--- config.mk ---
export PLATFORM = sky130hd
export DESIGN_NAME = multisim_pull_arbiter_flat
export DESIGN_NICKNAME = d
export VERILOG_FILES = /design/src/rtl/multisim_pull_arbiter_if.sv /design/src/rtl/multisim_pull_arbiter.sv /design/src/flat_wrapper.sv
export SDC_FILE = /design/constraint.sdc
export NUM_CORES = 1
export LEC_CHECK = 0
export CAP_MARGIN = 20
export CORE_UTILIZATION = 41
export DETAILED_ROUTE_END_ITERATION = 6
export PLACE_DENSITY = 0.91
export SYNTH_ARGS = -nofsm -noshare
export SYNTH_HDL_FRONTEND = slang
export SYNTH_SLANG_ARGS = --single-unit
--- constraint.sdc ---
create_clock -name clk -period 2.64 [get_ports clk]
set_input_delay 0.264 -clock clk [delete_from_list [all_inputs] [get_ports clk]]
set_output_delay 0.264 -clock clk [all_outputs]
set_load 0.005 [all_outputs]
--- src/rtl/multisim_pull_arbiter_if.sv ---
// Handshake bundle between N client pull streams and the merged output stream.
// The arbiter connects through the slave modport; the environment driving the
// input streams and consuming the output connects through the master modport.
interface multisim_pull_arbiter_if #(
  parameter int N_CHANNELS = 4,
  parameter int DATA_WIDTH = 64
);
  localparam int ID_WIDTH = (N_CHANNELS > 1) ? $clog2(N_CHANNELS) : 1;

  logic [N_CHANNELS-1:0]            in_vld;
  logic [N_CHANNELS-1:0]            in_rdy;
  logic [N_CHANNELS*DATA_WIDTH-1:0] in_data;
  logic                             out_vld;
  logic                             out_rdy;
  logic [DATA_WIDTH-1:0]            out_data;
  logic [ID_WIDTH-1:0]              out_id;

  modport master (
    output in_vld, in_data, out_rdy,
    input  in_rdy, out_vld, out_data, out_id
  );

  modport slave (
    input  in_vld, in_data, out_rdy,
    output in_rdy, out_vld, out_data, out_id
  );
endinterface

--- src/rtl/multisim_pull_arbiter.sv ---
// Round-robin merge of N valid/ready pull streams into one registered output
// stream tagged with the source channel index. An optional burst lock keeps
// the grant on one channel for up to MAX_BURST consecutive beats.
module multisim_pull_arbiter #(
  parameter int N_CHANNELS = 4,
  parameter int DATA_WIDTH = 64,
  parameter int MAX_BURST  = 1
) (
  input logic                    clk,
  input logic                    rst_n,
  multisim_pull_arbiter_if.slave bus
);
  localparam int ID_WIDTH = (N_CHANNELS > 1) ? $clog2(N_CHANNELS) : 1;

  logic                  out_vld_reg;
  logic [DATA_WIDTH-1:0] out_data_reg;
  logic [ID_WIDTH-1:0]   out_id_reg;
  logic [ID_WIDTH-1:0]   last_grant_reg;
  logic [7:0]            burst_cnt_reg;
  logic                  lock_reg;

  logic                  load_en;
  logic                  grant_vld;
  logic [ID_WIDTH-1:0]   grant_idx;
  logic [7:0]            burst_cnt_next;
  logic [N_CHANNELS-1:0] in_rdy_next;
  logic [DATA_WIDTH-1:0] chan_data [N_CHANNELS];

  // One-entry output slice: accept a new beat whenever the slot is empty or
  // its current beat leaves this cycle.
  assign load_en = !out_vld_reg || bus.out_rdy;

  genvar gi;
  generate
    for (gi = 0; gi < N_CHANNELS; gi++) begin : g_unpack
      assign chan_data[gi] = bus.in_data[gi*DATA_WIDTH +: DATA_WIDTH];
    end
  endgenerate

  // Grant selection: stay on the locked channel while it still has data,
  // otherwise search upward from the channel after the last grant.
  always_comb begin
    int                  pos;
    logic [ID_WIDTH-1:0] cand;
    grant_vld = 1'b0;
    grant_idx = '0;
    pos       = 0;
    cand      = '0;
    if (lock_reg && bus.in_vld[last_grant_reg]) begin
      grant_vld = 1'b1;
      grant_idx = last_grant_reg;
    end else begin
      for (int k = 1; k <= N_CHANNELS; k++) begin
        pos = int'(last_grant_reg) + k;
        if (pos >= N_CHANNELS) pos = pos - N_CHANNELS;
        cand = ID_WIDTH'(pos);
        if (!grant_vld && bus.in_vld[cand]) begin
          grant_vld = 1'b1;
          grant_idx = cand;
        end
      end
    end
  end

  // Accept strobe back to the granted producer, held low while in reset.
  always_comb begin
    in_rdy_next = '0;
    if (rst_n && load_en && grant_vld) in_rdy_next[grant_idx] = 1'b1;
  end

  // Burst length continues only when the locked channel is granted again.
  always_comb begin
    burst_cnt_next = 8'd1;
    if (lock_reg && (grant_idx == last_grant_reg)) burst_cnt_next = burst_cnt_reg + 8'd1;
  end

  // Output register, grant pointer and burst state; everything holds while the
  // consumer stalls a valid beat.
  always_ff @(posedge clk or negedge rst_n) begin
    if (!rst_n) begin
      out_vld_reg    <= 1'b0;
      out_data_reg   <= '0;
      out_id_reg     <= '0;
      last_grant_reg <= ID_WIDTH'(N_CHANNELS - 1);
      burst_cnt_reg  <= '0;
      lock_reg       <= 1'b0;
    end else if (load_en) begin
      if (grant_vld) begin
        out_vld_reg    <= 1'b1;
        out_data_reg   <= chan_data[grant_idx];
        out_id_reg     <= grant_idx;
        last_grant_reg <= grant_idx;
        burst_cnt_reg  <= burst_cnt_next;
        lock_reg       <= (burst_cnt_next < 8'(MAX_BURST));
      end else begin
        out_vld_reg <= 1'b0;
        lock_reg    <= 1'b0;
      end
    end
  end

  assign bus.in_rdy   = in_rdy_next;
  assign bus.out_vld  = out_vld_reg;
  assign bus.out_data = out_data_reg;
  assign bus.out_id   = out_id_reg;

endmodule
--- src/flat_wrapper.sv ---
// flat-port wrapper written by rule: the top's interface ports become plain ports
module multisim_pull_arbiter_flat 
#(
  parameter int N_CHANNELS = 4,
  parameter int DATA_WIDTH = 64,
  parameter int MAX_BURST  = 1
)
  (clk, rst_n, bus_in_vld, bus_in_data, bus_out_rdy, bus_in_rdy, bus_out_vld, bus_out_data, bus_out_id);
  multisim_pull_arbiter_if #(.N_CHANNELS(N_CHANNELS), .DATA_WIDTH(DATA_WIDTH)) bus_i ();
  input logic clk;
  input logic rst_n;
  input wire logic [$bits(bus_i.in_vld)-1:0] bus_in_vld;
  input wire logic [$bits(bus_i.in_data)-1:0] bus_in_data;
  input wire logic [$bits(bus_i.out_rdy)-1:0] bus_out_rdy;
  output wire logic [$bits(bus_i.in_rdy)-1:0] bus_in_rdy;
  output wire logic [$bits(bus_i.out_vld)-1:0] bus_out_vld;
  output wire logic [$bits(bus_i.out_data)-1:0] bus_out_data;
  output wire logic [$bits(bus_i.out_id)-1:0] bus_out_id;
  assign bus_i.in_vld = bus_in_vld;
  assign bus_i.in_data = bus_in_data;
  assign bus_i.out_rdy = bus_out_rdy;
  assign bus_in_rdy = bus_i.in_rdy;
  assign bus_out_vld = bus_i.out_vld;
  assign bus_out_data = bus_i.out_data;
  assign bus_out_id = bus_i.out_id;
  multisim_pull_arbiter #(.N_CHANNELS(N_CHANNELS), .DATA_WIDTH(DATA_WIDTH), .MAX_BURST(MAX_BURST)) u_core (.clk(clk), .rst_n(rst_n), .bus(bus_i));
endmodule
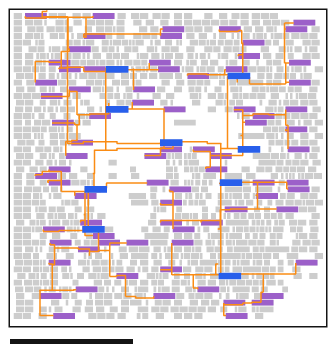
(clock distribution)
Scale bar: 50 um.
Key: cells driving clock nets = blue [count 9]; flip-flops = purple [count 78]; clock wires = orange [length 1310 um]
Position of the flops: spread over the die. There are 10 routed clock nets.

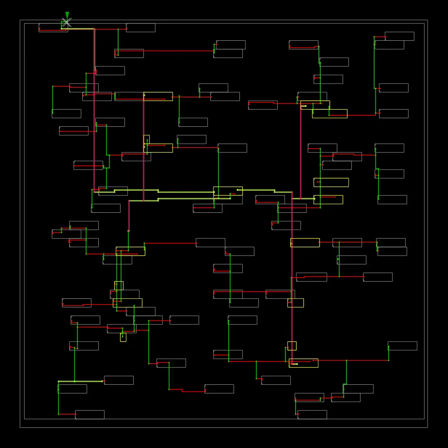
(clock nets)
CTS Buf Count: 9
# clk buffers: 10

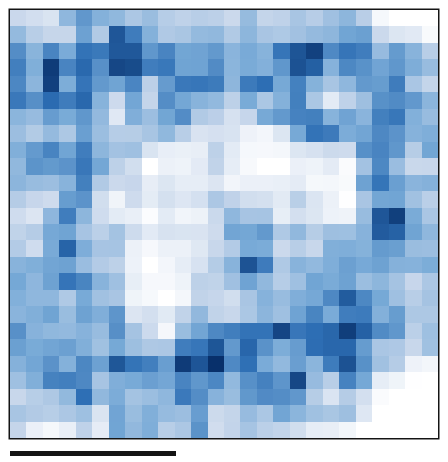
(signal metal coverage by tile)
Scale bar: 50 um. The die is cut into 26 by 26 equal tiles; white is low, dark blue is high, scaled to the fullest tile. Values are wire area over tile area, all layers added.
The fullest tile reaches 0.66. The mean over all tiles is 0.27. 3.6% of the tiles are nearly empty.

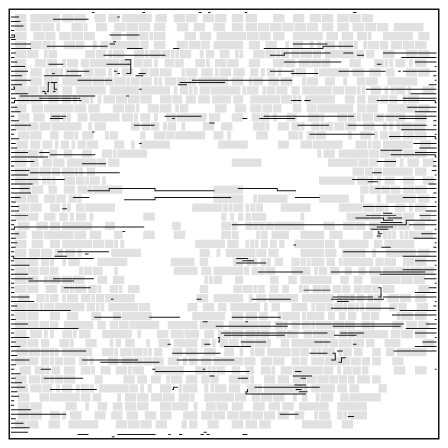
(the metal 3 layer)
The longest straight run is 52.4 um. The layer carries 2220 um of wire. 244 nets have wire on it. The wires run mostly horizontal. The layer holds 8.2% of the routed length.
met3 usage in global routing: 5.78%
Detailed Route WL: 27.0 mm
DR vias: 7980

==> flow_summary.toml <==
# physical design summary
[run_status]
outcome = "finished with violations"
violations = "design-rule violations"

[place]
dp.cells = 1313
place_area_um2 = 10400
place_ws_ns = -0.221
io_buffers = 333
dpl.hpwl_mm = 19.1
place_congestion = 0.863

[cells_and_area]
nMultiInputCombCells = 564
n_fill_cell = 1219
inverters = 70
lay_top_count = "clkdlybuf4s50_1"
area_delta_synth_final_pct = 65.6
buffers = 399
stdcell_count = 1343
ff_count = 78
seq-cell-share_pct = 17.9
clockNetworkAreaShare_pct = 2.96
drive_gt1_share_pct = 10.6
nets = 1386
layout.nonclk_buf_share_pct = 36.6

[global_route]
grt_pass1_vias = 7492
top_usage_layer = "met2"
grt_first_pass_wirelength_mm = 39.9
grt_antenna_before_repair = 0
use_met1_pct = 37.0
grt_max_degree = 84

[synthesis]
ys_sh_simple_pct = 12.2
ys_cells = 798
ys_area_um2 = 6600
logic_family = "AND-OR/OR-AND gates"
ys.flop_type = "dfrtp_1"
syn_area_per_cell_um2 = 8.28
syn_inst = 798
yosysTopAreaCellShare_pct = 28.8
mux_share_pct = 10.4
common_cells = "nand2_1, dfrtp_1, nor2_1, inv_1, mux2i_1"
most_common_cell = "nand2_1"
largest_area_cell = "dfrtp_1"
ys_seq_elements = 78
synthAdderAreaFrac_pct = 0.189

[timing]
hold_slack_ns = 0.469
slew_headroom_pct = 47.8
period_needed_ns = 2.61
worst_pin_slew_ns = 0.783
period_used_pct = 98.9
maxSlewViolCount = 0
totalNegativeSetupSlack_ns = 0
final-hold-violation-count = 0

[clocking]
cts_root_buf = "clkbuf_16"
insertion_delay_ns = 0.35
cts.sinks = 78
cts_resized = 11
htree_levels = 3
tritoncts = "yes"

[route]
ant_nets = 0
first_pass_iters = 7
drc = 2
wl_per_cell_um = 20.1

[floorplan]
chipWidth_um = 129
chip_area_um2 = 16600
die_h_um = 129
core-area_um2 = 15800

[pwr]
pwr-share-seq_pct = 21.6
cellLeakagePower_nw = 4.55
swShare_pct = 40.3
powerSeq_mw = 2.00
powerComb_mw = 5.84
peakVddDrop_mv = 0.430
power.share.clock_pct = 15.2
p_comb_share_pct = 63.2

[critical_path]
r2r_end = "u_core.bus.out_data[37]$_DFFE_PN0P_"
reg2reg_slack_ns = 0.11
crit_family = "buffers and inverters"
r2r-start = "u_core.last_grant_reg[0]$_DFFE_PN1P_"
arrival_ns = 2.35

[hold_path]
min_path_type = "input pin to async pin"
Power is estimated from default activity; no workload was simulated.
